==> config.mk <==
export PLATFORM = sky130hd
export DESIGN_NAME = alu_exec_mc
export DESIGN_NICKNAME = d
export VERILOG_FILES = /design/src/rtl/exec_pkg.sv /design/src/rtl/alu_iter_mul.sv /design/src/rtl/alu_exec_mc.sv
export SDC_FILE = /design/constraint.sdc
export NUM_CORES = 1
export LEC_CHECK = 0
export CAP_MARGIN = 15
export CORE_MARGIN = 4
export CORE_UTILIZATION = 28
export CTS_CLUSTER_DIAMETER = 200
export DETAILED_ROUTE_END_ITERATION = 10
export GPL_TIMING_DRIVEN = 0
export HOLD_SLACK_MARGIN = 0.1
export PLACE_DENSITY_LB_ADDON = 0.1
export SYNTH_ARGS = -nofsm -noshare
export SYNTH_HDL_FRONTEND = slang
export SYNTH_SLANG_ARGS = --single-unit
==> constraint.sdc <==
create_clock -name clk -period 2.9 [get_ports clk]
set_input_delay 0.435 -clock clk [delete_from_list [all_inputs] [get_ports clk]]
set_output_delay 0.435 -clock clk [all_outputs]
set_load 0.05 [all_outputs]
### Gate-type map, run 1

The bar under the picture is 50 µm long.
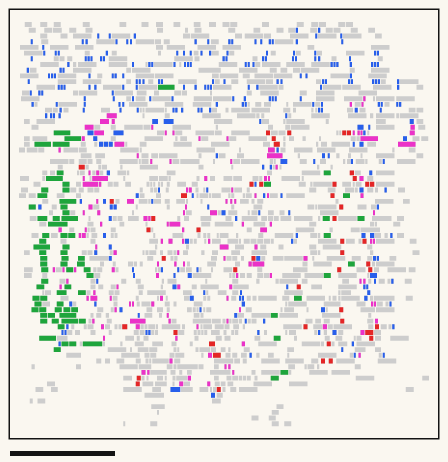
- green: multiplexers (cells 77; most used mux2i_1)
- blue: NAND gates (cells 280; most used nand2_1)
- red: AND and OR gates (cells 48; most used and2_1)
- magenta: NOR gates (cells 141; most used nor2_1)
logic gate fraction of the total cell area: 50.0%
tally of non-filler cells in the final layout: 2008
top logic cell by instance count in the layout: sky130_fd_sc_hd__nand2_1

### Cell placement, run 1

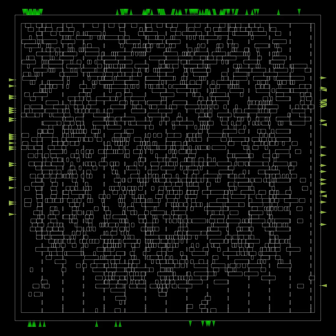
Final Core Density: 38.5%
num sequential: 143
flop share of the area: 24.6%
core box area: 37800 µm²

### Wiring heat map, run 1

The die is cut into 20 by 20 equal tiles; black is low, pale yellow is high, scaled to the fullest tile. Values are wire area over tile area, all layers added.
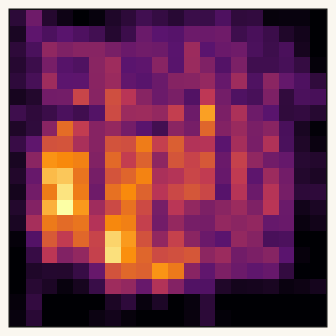
- mean over tiles: 0.18
- fullest tile: 0.59
- tiles over half the peak: 19%
- emptiest ninth of the die: south-east
- nearly empty tiles: 11%
wire length per cell after detailed routing: 23.1 µm
final routed wirelength across all metal layers: 46300 µm
Total GRT Usage: 21.7%
total number of vias: 10.7k

==> impl_metrics.csv, run 1 <==
group,metric,value,unit
status,status,"finished with violations",
status,failed_checks,"setup timing",
hold_path,worstHoldPathType,"in -> reg",
timing,timing.final.ws_setup,-0.00777,ns
global_route,grt_pass1_wl,68800,µm
synthesis,synth-warning-count,0,
synthesis,synth_top_cell_by_count,"sky130_fd_sc_hd__nand2_1",
synthesis,synth-area-yosys,10800,µm²
place,dp_cells,1927,
synthesis,ys.flop_type,"sky130_fd_sc_hd__dfrtp_1",
cts,cts.sink_count,143,
timing,final_count_of_hold_timing_violations,0,
route,drtPass1Iterations,7,
synthesis,compound_area_share,21.3,%
cts,insertion_delay,0.44,ns
route,postRouteAntennaNets,0,
timing,period_minus_slack,2.91,ns
cts,numCtsBuffers,17,
critical_path,crit_path_top_delay_cell,"sky130_fd_sc_hd__a2111oi_4",
synthesis,synth_xor_xnor_area_share,2.93,%
global_route,overflow,0,
timing,final_skew,0.0160,ns
critical_path,timing.reg2reg.worst_path_depth,10,
global_route,initial_antenna_violation_count,1,
critical_path,reg2reg_slack,0.15,ns
timing,slew_headroom,39.8,%
critical_path,crit_buf_inv,4,
place,number_of_buffer_cells_added_on_primary_ports,122,
synthesis,synth.yosys.num_cells,1292,
synthesis,biggest_combinational_cell_group_after_synthesis,"AND-OR/OR-AND gates",
timing,slew_viol_final,0,
layout,flow.area_growth_from_synthesis,35.2,%
cts,cts_tree,"yes",
synthesis,post-synth-top-area-cell,"sky130_fd_sc_hd__dfrtp_1",
cts,cts.htree.levels,4,
critical_path,setup.worst_path.class,"in -> reg",
cts,clk_path_buf_depth,2,
synthesis,netlist_top_cells_count,"233 x sky130_fd_sc_hd__nand2_1, 143 x sky130_fd_sc_hd__dfrtp_1, 86 x sky130_fd_sc_hd__nor2_1",
synthesis,synth-edff-count,0,
timing,finalSetupViolCount,1,
route,vias_per_cell,5.35,
synthesis,ys_sh_adder,8.11,%
synthesis,register_area_share_after_synthesis,33.2,%
place,place_congestion,0.931,
synthesis,mux_area_share,8.64,%
run 1: metrics by stage:
| step | setup TNS, ns | util [%] | hold WS, ns | cell area (µm²) |
|---|---|---|---|---|
| 4_1_cts | -0.0148 | 37.1 | 0.297 | 14000 |
| 6_report | -0.00777 | 38.5 | 0.309 | 14600 |
| 2_1_floorplan | -0.955 | - | 0.139 | 10900 |
| 3_3_place_gp | -819.45 | 33.8 | 0.460 | 12800 |
| 5_1_grt | -0.217 | 38.5 | 0.312 | 14600 |
| 3_5_place_dp | -94.92 | 33.9 | 0.452 | 12800 |
run 1: routing by layer:
metal | global-route usage, % | up-vias | share of wire (%)
met4 | 7.73 | 0 | 3.5
met3 | 3.28 | 73 | 4.5
met5 | 0 | - | 0
li1 | - | 5004 | -
met1 | 30.8 | 5329 | 47
met2 | 33.7 | 332 | 45
run 1: area by class of cell:
cell class | instances | area share, %
Buffer | 76 | 3.22
Sequential cell | 143 | 24.6
Clock buffer | 26 | 3.50
Tap cell | 511 | 4.39
Timing Repair Buffer | 180 | 11.6
Antenna cell | 1 | 0.0172
Clock inverter | 4 | 0.352
Multi-Input combinational cell | 981 | 50.0
Inverter | 86 | 2.36
run 1: power by group:
group / total, µW / leakage (µW) / switching [µW] / internal [µW]
combinational: 2660 / 0.00440 / 1660 / 1010
clock: 2140 / 0.000273 / 850 / 1290
sequential: 2390 / 0.00188 / 166 / 2230
total: 7190 / 0.00655 / 2670 / 4520
run 1: what timing repair did:
action | in CTS | in global routing
pin swaps | 25 | 25
hold buffers | 1 | 0
buffers inserted | 35 | 18
gates cloned | 0 | 2
gates resized | 150 | 90
setup endpoints to repair | 121 | 84
endpoints found under the hold margin | 54 | 0
## Run 2: what changed since run 1
--- a/config.mk
+++ b/config.mk
@@ -8,7 +8,7 @@
 export CAP_MARGIN = 15
 export CORE_MARGIN = 4
 export CORE_UTILIZATION = 28
-export CTS_CLUSTER_DIAMETER = 200
+export CTS_CLUSTER_DIAMETER = 50
 export DETAILED_ROUTE_END_ITERATION = 10
 export GPL_TIMING_DRIVEN = 0
 export HOLD_SLACK_MARGIN = 0.1
### Wiring heat map, run 2

The die is cut into 20 by 20 equal tiles; black is low, pale yellow is high, scaled to the fullest tile. Values are wire area over tile area, all layers added.
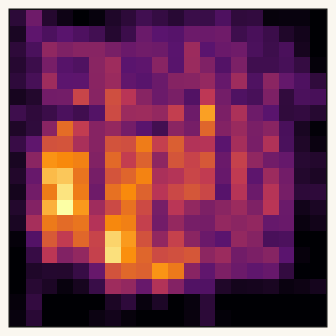
- mean over tiles: 0.18
- tiles over half the peak: 19%
- nearly empty tiles: 11%
- emptiest ninth of the die: south-east

### Gate-type map, run 2

The bar under the picture is 50 µm long.
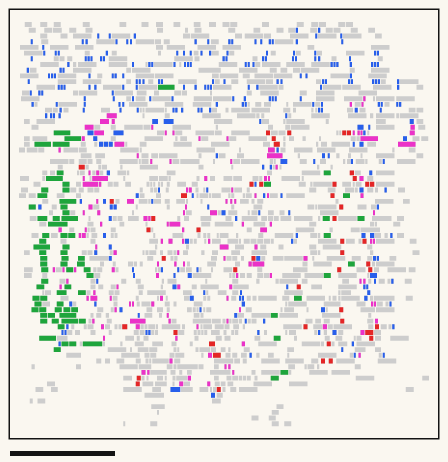
- red: AND and OR gates (cells 48; most used and2_1)
- magenta: NOR gates (cells 141; most used nor2_1)
- blue: NAND gates (cells 280; most used nand2_1)
- green: multiplexers (cells 77; most used mux2i_1)

==> impl_metrics.csv, run 2 <==
group,metric,value,unit
status,status,"finished with violations",
status,failed_checks,"setup timing",
timing,slew_headroom,39.8,%
synthesis,register_area_share_after_synthesis,33.2,%
timing,final_skew,0.0160,ns
place,number_of_buffer_cells_added_on_primary_ports,122,
layout,final_core_utilization,38.5,%
timing,finalSetupViolCount,1,
timing,timing.final.ws_setup,-0.00777,ns
critical_path,reg2reg_slack,0.15,ns
route,routedWlPerCell,23.1,µm
layout,instances_no_fill,2008,
synthesis,netlist_top_cells_count,"233 x sky130_fd_sc_hd__nand2_1, 143 x sky130_fd_sc_hd__dfrtp_1, 86 x sky130_fd_sc_hd__nor2_1",
cts,clk_path_buf_depth,2,
global_route,initial_antenna_violation_count,1,
route,vias_per_cell,5.35,
place,dp_cells,1927,
layout,mostFrequentLayoutCell,"sky130_fd_sc_hd__nand2_1",
cts,cts.htree.levels,4,
timing,slew_viol_final,0,
cts,cts_tree,"yes",
synthesis,ys.flop_type,"sky130_fd_sc_hd__dfrtp_1",
cts,postCtsSetupBuffers,35,
hold_path,worstHoldPathType,"in -> reg",
place,placedInstanceArea,12800,µm²
synthesis,synth.yosys.num_cells,1292,
synthesis,synth-area-yosys,10800,µm²
-- run 2: cell counts in the layout (fill, tap and decap cells not counted) --
Identical to the previous run, type by type.
-- run 2: layout make-up --
type | instances | area [µm²]
fill | 3907 | 23300
multi-input combinational | 981 | 7280
sequential | 143 | 3580
timing repair buffer | 180 | 1690
tap | 511 | 639
clock buffer | 26 | 509
buffer | 76 | 469
inverter | 86 | 344
clock inverter | 4 | 51.3
antenna | 1 | 2.50
-- run 2: layer usage --
layer / up-vias / routed length (µm) / global-route usage [%]
li1: 5004 / - / -
met1: 5329 / 21800 / 30.8
met2: 332 / 20800 / 33.7
met3: 73 / 2110 / 3.28
met4: 0 / 1610 / 7.73
met5: - / 0 / 0
-- run 2: cells by family (layout without fill, tap and decap cells) --
kind of cell | Yosys count | after routing | share of synthesized area (%)
flip-flops | 143 | 143 | 33.2
buffers and inverters | 168 | 372 | 6.24
AND/OR/NAND/NOR | 469 | 469 | 19.5
other | 1 | 2 | 0.0348
adder cells (fa/ha/maj) | 68 | 68 | 8.11
AND-OR/OR-AND | 330 | 330 | 21.3
XOR/XNOR | 36 | 36 | 2.93
multiplexers | 77 | 77 | 8.64
-- run 2: tightest hold or removal path, delay by kind of cell --
family                 cells  cell delay, ns
buffers and inverters      1            0.15
AND/OR/NAND/NOR            2            0.11
-- run 2: power breakdown --
part / switching (µW) / internal, µW / total (µW)
clock network: 850 / 1290 / 2140
logic: 1660 / 1010 / 2660
registers: 166 / 2230 / 2390
total: 2670 / 4520 / 7190
-- run 2: per-stage QoR --
stage,hold WS [ns],power (µW)
after floorplan,0.139,3870
after global placement,0.460,4820
after detailed placement,0.452,4820
after CTS,0.297,7140
after global routing,0.312,7520
final,0.309,7190
Power and IR drop assume default switching activity.
